==> src/rtl/fifo_rd_stream_pkg.sv <==
// Shared definitions for the async FIFO read-side consumer.
// Holds the prefetch buffer depth and the Gray-to-binary helper, which the
// write-side level logic also uses.
package fifo_rd_stream_pkg;

    localparam int RD_BUF_DEPTH = 3;
    localparam int G2B_MAX_W    = 32;

    // Gray-to-binary conversion for any pointer width up to G2B_MAX_W.
    // Callers zero-extend their Gray code and truncate the result. Leading
    // zeros in a Gray code decode to leading zeros, so this is exact for
    // every narrower width.
    function automatic logic [G2B_MAX_W-1:0] gray2bin(input logic [G2B_MAX_W-1:0] g);
        logic [G2B_MAX_W-1:0] b;
        b[G2B_MAX_W-1] = g[G2B_MAX_W-1];
        for (int i = G2B_MAX_W - 2; i >= 0; i--) begin
            b[i] = b[i+1] ^ g[i];
        end
        return b;
    endfunction

endpackage

==> src/rtl/fifo_rd_stream_rd_prefetch_buf.sv <==
// rd_prefetch_buf: 3-entry circular buffer between the FIFO memory read port
// and the downstream stream.
// The head entry comes straight from the storage registers, so the
// downstream data never passes through combinationally from the memory.
module rd_prefetch_buf
    import fifo_rd_stream_pkg::*;
#(
    parameter int DATA_WIDTH = 8
) (
    input  logic                  clk,
    input  logic                  rst_n,
    input  logic                  push,
    input  logic [DATA_WIDTH-1:0] wdata,
    input  logic                  pop,
    output logic [1:0]            occ,
    output logic [DATA_WIDTH-1:0] head
);

    logic [DATA_WIDTH-1:0] mem_q [RD_BUF_DEPTH];
    logic [1:0]            wr_ptr_q, wr_ptr_d;
    logic [1:0]            rd_ptr_q, rd_ptr_d;
    logic [1:0]            occ_q, occ_d;

    function automatic logic [1:0] ptr_inc(input logic [1:0] p);
        return (p == 2'(RD_BUF_DEPTH - 1)) ? 2'd0 : p + 2'd1;
    endfunction

    // Next-state for the pointers and occupancy. When a push and a pop
    // happen together, both pointers advance and occ stays the same.
    always_comb begin
        wr_ptr_d = push ? ptr_inc(wr_ptr_q) : wr_ptr_q;
        rd_ptr_d = pop  ? ptr_inc(rd_ptr_q) : rd_ptr_q;
        occ_d    = occ_q;
        if (push && !pop) begin
            occ_d = occ_q + 2'd1;
        end else if (!push && pop) begin
            occ_d = occ_q - 2'd1;
        end
    end

    // Pointer, occupancy and storage registers; reset discards every entry.
    always_ff @(posedge clk or negedge rst_n) begin
        if (!rst_n) begin
            wr_ptr_q <= 2'd0;
            rd_ptr_q <= 2'd0;
            occ_q    <= 2'd0;
            for (int i = 0; i < RD_BUF_DEPTH; i++) begin
                mem_q[i] <= '0;
            end
        end else begin
            wr_ptr_q <= wr_ptr_d;
            rd_ptr_q <= rd_ptr_d;
            occ_q    <= occ_d;
            if (push) begin
                mem_q[wr_ptr_q] <= wdata;
            end
        end
    end

    assign occ  = occ_q;
    assign head = mem_q[rd_ptr_q];

    // The read-request gating keeps occ+inflight <= 3, so a capture into a
    // full buffer means that gating is broken.
    no_overflow_a: assert property (@(posedge clk) disable iff (!rst_n)
        !(push && occ_q == 2'(RD_BUF_DEPTH)));

endmodule

==> src/rtl/fifo_rd_stream.sv <==
// fifo_rd_stream: read-domain consumer of the async FIFO.
// Issues r_en to the read pointer handler, captures memory data one cycle
// after each accepted read, and presents it as a valid/ready stream through
// a 3-entry prefetch buffer, sustaining one word per cycle.
// Optional fill-level reporting is built when RD_LEVEL_EN is defined.
module fifo_rd_stream
    import fifo_rd_stream_pkg::*;
#(
    parameter int DATA_WIDTH = 8,
    parameter int PTR_WIDTH  = 3
) (
    input  logic                  rclk,
    input  logic                  rrst_n,
    input  logic                  empty,
    output logic                  r_en,
    input  logic [DATA_WIDTH-1:0] rdata,
    output logic                  m_valid,
    output logic [DATA_WIDTH-1:0] m_data,
    input  logic                  m_ready
`ifdef RD_LEVEL_EN
    ,
    input  logic [PTR_WIDTH:0]    g_wptr_sync,
    input  logic [PTR_WIDTH:0]    b_rptr,
    output logic [PTR_WIDTH:0]    rd_level
`endif
);

    if (PTR_WIDTH < 1 || PTR_WIDTH >= G2B_MAX_W) begin : g_bad_ptr_width
        $error("fifo_rd_stream: PTR_WIDTH out of range");
    end

    logic       inflight_q, inflight_d;
    logic [1:0] occ;
    logic       pop;

    // Request only when the buffer can absorb every word already requested.
    // This depends on registers alone, so m_ready never reaches r_en.
    assign r_en       = !empty && ({1'b0, occ} + {2'b00, inflight_q}) < 3'(RD_BUF_DEPTH);
    assign inflight_d = r_en;
    assign m_valid    = (occ != 2'd0);
    assign pop        = m_valid && m_ready;

    // Track the read issued last cycle, whose data arrives on rdata now.
    always_ff @(posedge rclk or negedge rrst_n) begin
        if (!rrst_n) begin
            inflight_q <= 1'b0;
        end else begin
            inflight_q <= inflight_d;
        end
    end

    rd_prefetch_buf #(
        .DATA_WIDTH (DATA_WIDTH)
    ) u_buf (
        .clk   (rclk),
        .rst_n (rrst_n),
        .push  (inflight_q),
        .wdata (rdata),
        .pop   (pop),
        .occ   (occ),
        .head  (m_data)
    );

`ifdef RD_LEVEL_EN
    localparam int PW = PTR_WIDTH + 1;

    logic [PTR_WIDTH:0] bin_wptr;
    logic [PTR_WIDTH:0] rd_level_q, rd_level_d;

    assign bin_wptr   = PW'(gray2bin({{(G2B_MAX_W-PW){1'b0}}, g_wptr_sync}));
    assign rd_level_d = bin_wptr - b_rptr;

    // Level register: FIFO words not yet read, lagging by one cycle and not
    // counting words already held in the prefetch buffer.
    always_ff @(posedge rclk or negedge rrst_n) begin
        if (!rrst_n) begin
            rd_level_q <= '0;
        end else begin
            rd_level_q <= rd_level_d;
        end
    end

    assign rd_level = rd_level_q;
`endif

endmodule
==> config.mk <==
export PLATFORM = sky130hd
export DESIGN_NAME = fifo_rd_stream
export DESIGN_NICKNAME = d
export VERILOG_FILES = /design/src/rtl/fifo_rd_stream_pkg.sv /design/src/rtl/fifo_rd_stream_rd_prefetch_buf.sv /design/src/rtl/fifo_rd_stream.sv
export SDC_FILE = /design/constraint.sdc
export NUM_CORES = 1
export LEC_CHECK = 0
export CAP_MARGIN = 20
export CELL_PAD_IN_SITES_DETAIL_PLACEMENT = 1
export CELL_PAD_IN_SITES_GLOBAL_PLACEMENT = 2
export CORE_ASPECT_RATIO = 0.8
export CORE_MARGIN = 8
export CORE_UTILIZATION = 25
export CTS_CLUSTER_DIAMETER = 50
export DETAILED_ROUTE_END_ITERATION = 12
export GPL_TIMING_DRIVEN = 0
export PLACE_DENSITY_LB_ADDON = 0.12
export SYNTH_ARGS = -nofsm -noshare
export SYNTH_HDL_FRONTEND = slang
export SYNTH_HIERARCHICAL = 1
export SYNTH_SLANG_ARGS = --single-unit
export TNS_END_PERCENT = 100
==> constraint.sdc <==
create_clock -name rclk -period 1.6 [get_ports rclk]
set_input_delay 0.16 -clock rclk [delete_from_list [all_inputs] [get_ports rclk]]
set_output_delay 0.16 -clock rclk [all_outputs]
set_load 0.05 [all_outputs]
==> results.json, run 1 <==
{
  "outcome": "finished with violations",
  "violations": "negative setup slack",
  "largestClassByArea": "sequential cells",
  "wl_met3_um": 171,
  "adder_share_pct": 2.693,
  "crit_fanout": 3,
  "first_global_vias": 1025,
  "cp-end-kind": "primary output",
  "final_cell_mix": "30 x dfrtp_1, 24 x mux2_2, 11 x buf_4",
  "cp.required_ns": 1.44,
  "finalHoldViolCount": 0,
  "grt_max_degree": 32,
  "period_minus_slack_ns": 1.688,
  "grtUsageTotal_pct": 9.027,
  "clockNetworkAreaShare_pct": 5.405,
  "drv_cap": 0,
  "cts-root-buf": "clkbuf_8",
  "seq_cells": 31,
  "worstSetupStartpointType": "flip-flop",
  "yosys_warnings": 6,
  "antenna_cells": 0,
  "seq_area_share_pct": 41.96,
  "rows": 24,
  "logic_area_um2": 613.1,
  "ys_sh_simple_pct": 5.566,
  "avgViaCountPerCell": 4.463,
  "grt_pass1_wl_mm": 5.423,
  "ys_cells": 107,
  "synth_area_per_cell_um2": 13.03,
  "synth_top_flop_cell": "dfrtp_1",
  "cp_top_family": "adder cells",
  "tns_ns": -0.08755,
  "rsz0062_at_grt": "yes",
  "wl_met2_mm": 1.526,
  "synth.most_common_cell": "dfrtp_1",
  "ys_seq_elements": 31,
  "setup_ws_ns": -0.08755,
  "ys_top_cells_by_count": "31 x dfrtp_1, 24 x mux2_2, 10 x o21ai_0",
  "ios": 22,
  "hold_start": "empty",
  "synthXorXnorAreaFrac_pct": 1.885,
  "tool_warnings": 29,
  "core_mm2": 0.005405,
  "rr_worst_depth": 4,
  "nWellTaps": 65,
  "pre_cts_ws_ns": -1.018,
  "first_pass_iters": 3,
  "worst_slew_margin_rel_pct": 51.19,
  "layout.nets": 154,
  "crit_cells": 4,
  "buf_share_pct": 14.32,
  "chip_area_mm2": 0.008235,
  "place_congestion": 0.6539,
  "ctsResizeCount": 64,
  "clock_skew_ns": 0.004388,
  "post_cts_buffers": 3,
  "synth_cell_types": 22,
  "vias": 915,
  "die-width_um": 99.48,
  "met2_usage_pct": 14.05,
  "top_layer": "met4",
  "placed_cells": 193,
  "synthArstFlopShare_pct": 100.0,
  "worstMarginPinSlew_ns": 0.7321,
  "yosysTopAreaCell": "dfrtp_1",
  "grtUsageMet3_pct": 3.583,
  "r2r_slack_ns": 0.04,
  "drcViolationCount": 0,
  "portBuffers": 21,
  "drt-total-wl_mm": 3.350,
  "nNonClkInverters": 4,
  "top_cell_area_share_pct": 55.66,
  "numCtsBuffers": 5,
  "layout_top_cell": "dfrtp_1",
  "hold_slack_ns": 0.4731,
  "worstHoldEndpoint": "inflight_q$_DFF_PN0_",
  "layout-drive-gt1-share_pct": 39.29,
  "drtIter0Drc": 37,
  "cts_hold_buf": 1,
  "fin_crit_sh_pct": 105.5,
  "clk_latency_ns": 0.28,
  "crit_path_start": "inflight_q$_DFF_PN0_",
  "top_register": "u_buf/mem_q",
  "r2r-end": "u_buf/mem_q[20]$_DFFE_PN0P_",
  "utilization_pct": 34.26,
  "clockBufferDepth": 2,
  "crit_type": "flip-flop to primary output",
  "fp_nets": 122,
  "muxShareOfSynthArea_pct": 25.85,
  "hp-class": "input pin to flip-flop",
  "rr_startpoint": "inflight_q$_DFF_PN0_",
  "slowest_stage": "dfrtp_1",
  "antenna_found_initial": 0,
  "layoutNonFillerInstCount": 205,
  "drv_slew": 0,
  "nMultiInputCombCells": 68,
  "ys_chip_area_mm2": 0.001394,
  "fmaxAchievable_mhz": 592.6,
  "cp_data_arrival_time_ns": 1.53,
  "edf_count": 0,
  "ys_seq_share_pct": 55.66,
  "drt-met1-wl_mm": 1.593,
  "cp_cell_sequence": "ha_2 > ha_4 > a211oi_4 > buf_6",
  "finalSetupViolations": 1,
  "crit_buf_inv": 1,
  "nFillCells": 586,
  "die_h_um": 82.79,
  "largest_register_ffs": 24,
  "n_clock_buffer": 8,
  "topCellsByArea": "dfrtp_1 56%, mux2_2 19%, mux2i_1 6.5%",
  "detail-route-antenna-nets": 0,
  "h-tree-depth": 2,
  "hold_depth": 2,
  "critPathCapture": "r_en",
  "logic_family": "multiplexers",
  "hpwl_mm": 2.203,
  "fp_util_pct": 25.79,
  "placed_area_mm2": 0.001700,
  "cts_tree": "done",
  "buffers": 29
}
Run 1, where the registers sit:
Scale: 4 px per um. Other sequential cells in the stronger gray, the rest of the logic in the fainter gray.
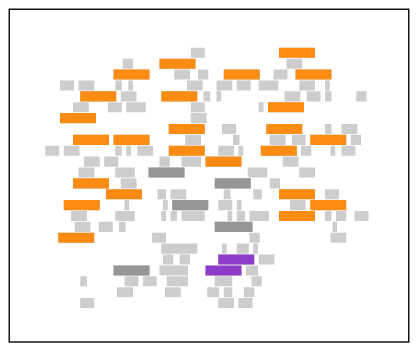
orange -> u_buf/mem_q  # flops 24
purple -> u_buf/occ  # flops 2

Run 1, metal 2:
Scale: 4 px per um.
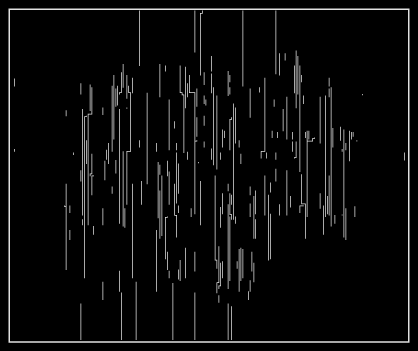
longest straight run = 40.3 um
wire length on this layer = 1530 um
main direction = vertical
nets with wire on the layer = 141
share of all routed wire = 46%

Run 1, drive-strength map:
Scale: 4 px per um.
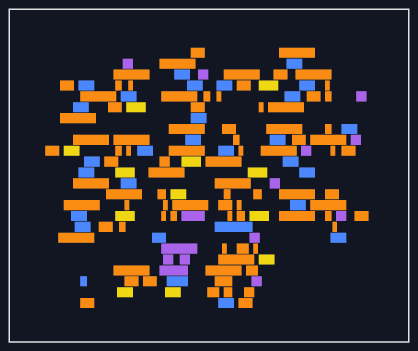
orange -> _0 and _1 cells  # cells 85, share 61%, most used dfrtp_1
blue -> _2 cells  # cells 29, share 21%, most used mux2_2
yellow -> _6 and larger  # cells 12, share 8.6%, most used clkbuf_8
purple -> _3 and _4 cells  # cells 14, share 10%, most used buf_4
Area Growth Syn to Fin: 32.85%
fin area: 0.001852 mm2

==> run 2: changes to the inputs <==
Settings changed: CORE_MARGIN 8 to 2.
Run 2, metal 2:
Scale: 4 px per um.
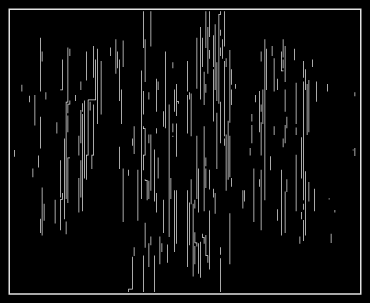
longest straight run = 40.1 um
nets with wire on the layer = 144
wire length on this layer = 1630 um

Run 2, drive-strength map:
Scale: 6 px per um.
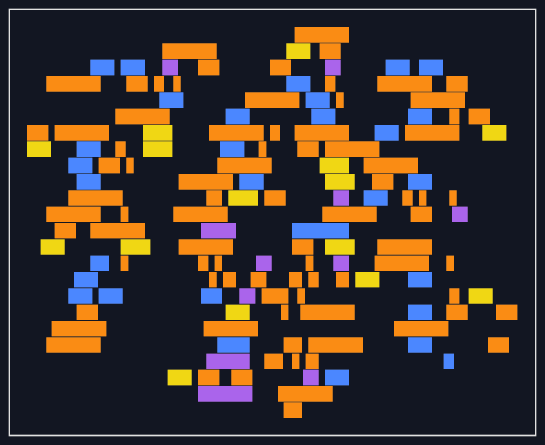
yellow -> _6 and larger  # cells 15, share 11%, most used buf_6
orange -> _0 and _1 cells  # cells 84, share 60%, most used dfrtp_1
purple -> _3 and _4 cells  # cells 11, share 7.9%, most used buf_4
blue -> _2 cells  # cells 30, share 21%, most used mux2_2
Non-clock buffers: 29
Area Growth Syn to Fin: 33.93%
worst setup margin: -0.06065 ns

==> run 2 against run 1 <==
Effect of this change:
- the run still ends with negative setup slack left
- via count increased by 1.7%
- clock-buffer cell count stayed put
- first-iteration DRC count shrank 2.7%
- core utilization up 0.28 points
- critical path type unchanged
==> results.json, run 2 <==
{
  "synthXorXnorAreaFrac_pct": 1.885,
  "seq_area_share_pct": 41.62,
  "utilization_pct": 34.54,
  "antenna_found_initial": 0,
  "top_register": "u_buf/mem_q",
  "ys_top_cells_by_count": "31 x dfrtp_1, 24 x mux2_2, 10 x o21ai_0",
  "nFillCells": 570,
  "cp-end-kind": "primary output",
  "avgViaCountPerCell": 4.541,
  "fp_nets": 122,
  "clockNetworkAreaShare_pct": 5.362,
  "h-tree-depth": 2,
  "numCtsBuffers": 5,
  "antenna_cells": 0,
  "cp_data_arrival_time_ns": 1.50,
  "drv_cap": 0,
  "wl_met3_um": 117,
  "first_global_vias": 1095,
  "edf_count": 0,
  "ys_chip_area_mm2": 0.001394,
  "logic_area_um2": 616.8,
  "drt-met1-wl_mm": 1.487,
  "violations": "negative setup slack",
  "setup_ws_ns": -0.06065,
  "finalSetupViolations": 1,
  "layout_top_cell": "dfrtp_1",
  "critPathCapture": "r_en",
  "worstMarginPinSlew_ns": 0.7077,
  "synth.most_common_cell": "dfrtp_1",
  "finalHoldViolCount": 0,
  "detail-route-antenna-nets": 0,
  "place_congestion": 0.6387,
  "cts_tree": "done",
  "grtUsageMet3_pct": 3.501,
  "clock_skew_ns": 0.002759,
  "logic_family": "multiplexers",
  "seq_cells": 31,
  "ys_cells": 107,
  "rr_startpoint": "inflight_q$_DFF_PN0_",
  "nWellTaps": 65,
  "cts-root-buf": "clkbuf_8",
  "nMultiInputCombCells": 68,
  "hold_depth": 2,
  "yosysTopAreaCell": "dfrtp_1",
  "fmaxAchievable_mhz": 602.2,
  "worst_slew_margin_rel_pct": 52.82,
  "cts_hold_buf": 1,
  "fp_util_pct": 25.79,
  "worstHoldEndpoint": "inflight_q$_DFF_PN0_",
  "ctsResizeCount": 62,
  "tns_ns": -0.06065,
  "ios": 22,
  "drt-total-wl_mm": 3.247,
  "chip_area_mm2": 0.006192,
  "outcome": "finished with violations",
  "cp_cell_sequence": "ha_2 > ha_4 > a211oi_4 > buf_6",
  "pre_cts_ws_ns": -1.036
}
Run 2, where the registers sit:
Scale: 4 px per um. Other sequential cells in the stronger gray, the rest of the logic in the fainter gray.
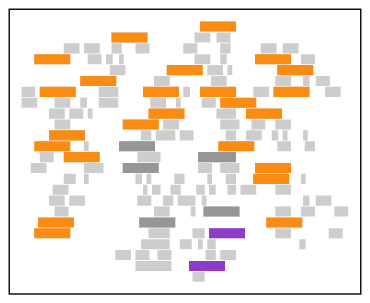
purple -> u_buf/occ  # flops 2
orange -> u_buf/mem_q  # flops 24
not colored = 5

==> run 3: changes to the inputs <==
Settings changed: PLACE_DENSITY_LB_ADDON 0.12 to 0.1, SYNTH_HIERARCHICAL 1 to default.
Run 3, close-up of the layout:
Region (31, 23) to (56, 48) um. Cells in gray, sequential cells in the stronger gray; small squares are vias.
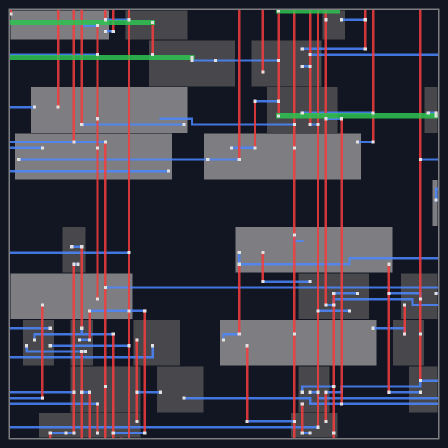
green -> metal 3
blue -> metal 1
red -> metal 2
netlist names of flops here include = u_buf.mem_q (4), u_buf.rd_ptr_q (2)
sequential cells in the window = 7
cells with their middle in the window = 24
most frequent = dfrtp_1 (7), mux2_2 (3)

Run 3, metal 2:
Scale: 4 px per um.
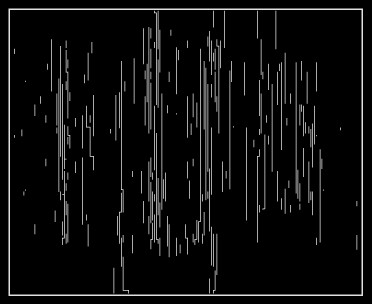
nets with wire on the layer = 137
longest straight run = 43.2 um
Total Routed Length: 3.187 mm
met2 Track Usage GR: 19.36%

==> run 3 against run 2 <==
Effect of this change:
- first-iteration DRC count shrank 50%
- register-to-register slack about the same
- global-route usage down 0.099 points
- synthesized area is 0.99% higher
- the run still ends with negative setup slack left
- wire length decreased by 1.8%
- non-clock buffer count grew 1
- fmax decreased by 2.0%
- synthesized cell count shrank 2.8%
- cell area grew 0.47%
==> results.json, run 3 <==
{
  "outcome": "finished with violations",
  "violations": "negative setup slack",
  "placed_cells": 203,
  "nMultiInputCombCells": 67,
  "cp_top_family": "flip-flops",
  "clk_latency_ns": 0.27,
  "die_h_um": 71.12,
  "clock_skew_ns": 0.006965,
  "synth.most_common_cell": "dfrtp_1",
  "crit_buf_inv": 1,
  "synthArstFlopShare_pct": 100.0,
  "final_cell_mix": "29 x dfrtp_1, 17 x mux2_2, 11 x buf_4",
  "layout-drive-gt1-share_pct": 42.34,
  "cts_hold_buf": 1,
  "avgViaCountPerCell": 4.270,
  "ios": 22,
  "post-route-cell-area_mm2": 0.001876,
  "worstMarginPinSlew_ns": 0.7207,
  "fp_util_pct": 25.90,
  "yosysTopAreaCell": "dfrtp_1",
  "finalSetupViolations": 1,
  "pre_cts_ws_ns": -0.5011,
  "buf_share_pct": 14.41,
  "nNonClkInverters": 2,
  "ys_sh_simple_pct": 5.156,
  "clockBufferDepth": 2,
  "portBuffers": 21,
  "wl_met2_mm": 1.524,
  "fmaxAchievable_mhz": 590.1,
  "chip_area_mm2": 0.006250,
  "setup_ws_ns": -0.09457,
  "logic_area_um2": 634.4,
  "cts_tree": "done",
  "drv_slew": 0,
  "layoutNonFillerInstCount": 215,
  "cp_data_arrival_time_ns": 1.53,
  "nWellTaps": 78,
  "fin_crit_sh_pct": 105.9,
  "critPathCapture": "r_en",
  "worst_slew_margin_rel_pct": 51.95,
  "syn_to_final_growth_pct": 33.24,
  "hold_slack_ns": 0.4773,
  "top_cell_area_share_pct": 55.11,
  "logic_family": "multiplexers",
  "seq_area_share_pct": 41.49,
  "cts-root-buf": "clkbuf_8",
  "hpwl_mm": 2.138,
  "worstSetupStartpointType": "flip-flop",
  "tns_ns": -0.09457,
  "place_congestion": 0.6507,
  "grtUsageTotal_pct": 11.98,
  "period_minus_slack_ns": 1.695,
  "grtUsageMet3_pct": 3.851,
  "ctsResizeCount": 61,
  "post_cts_buffers": 0,
  "r2r_slack_ns": 0.11,
  "slowest_stage": "dfrtp_2",
  "seq_cells": 31,
  "edf_count": 0,
  "drv_cap": 0,
  "topCellsByArea": "dfrtp_1 55%, mux2_2 14%, mux2_4 8.5%",
  "rows": 24,
  "grt_max_degree": 32,
  "cp_cell_sequence": "ha_2 > ha_4 > a211oi_4 > buf_6",
  "synth_area_per_cell_um2": 13.53,
  "ys_top_cells_by_count": "31 x dfrtp_1, 17 x mux2_2, 10 x o21ai_0",
  "r2r-end": "u_buf.mem_q[0]$_DFFE_PN0P_",
  "die-width_um": 87.89,
  "core_mm2": 0.005435,
  "synth_cell_types": 23
}
Run 3, drive-strength map:
Scale: 6 px per um.
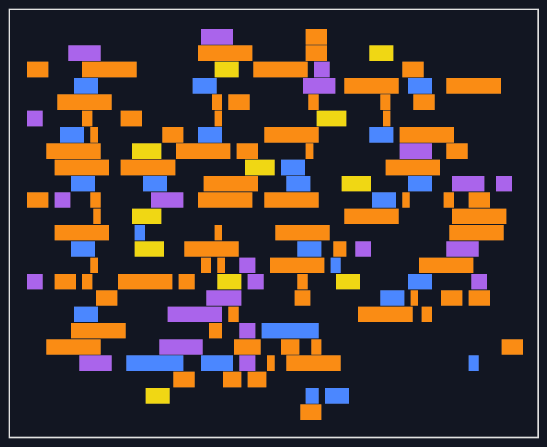
purple -> _3 and _4 cells  # cells 22, share 16%, most used buf_4
yellow -> _6 and larger  # cells 11, share 8.0%, most used clkbuf_8
orange -> _0 and _1 cells  # cells 79, share 58%, most used dfrtp_1
blue -> _2 cells  # cells 25, share 18%, most used mux2_2


==> screenshots <==
Track usage over the die.
Plate I
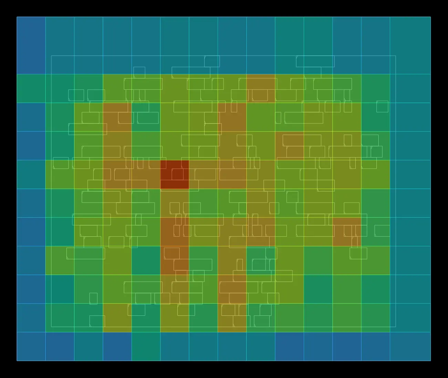
Plate II
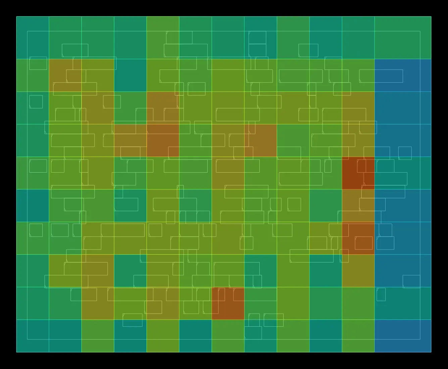
Plate III
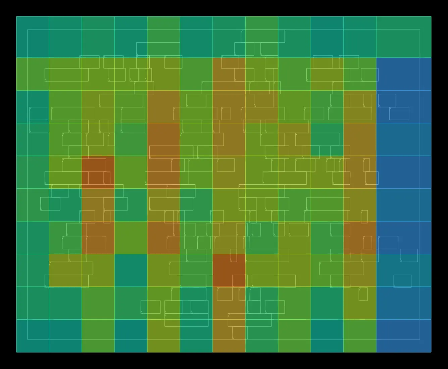
- Plate III = run 2
- Plate II = run 3
- Plate I = run 1
The one with the lowest track usage is Plate I.

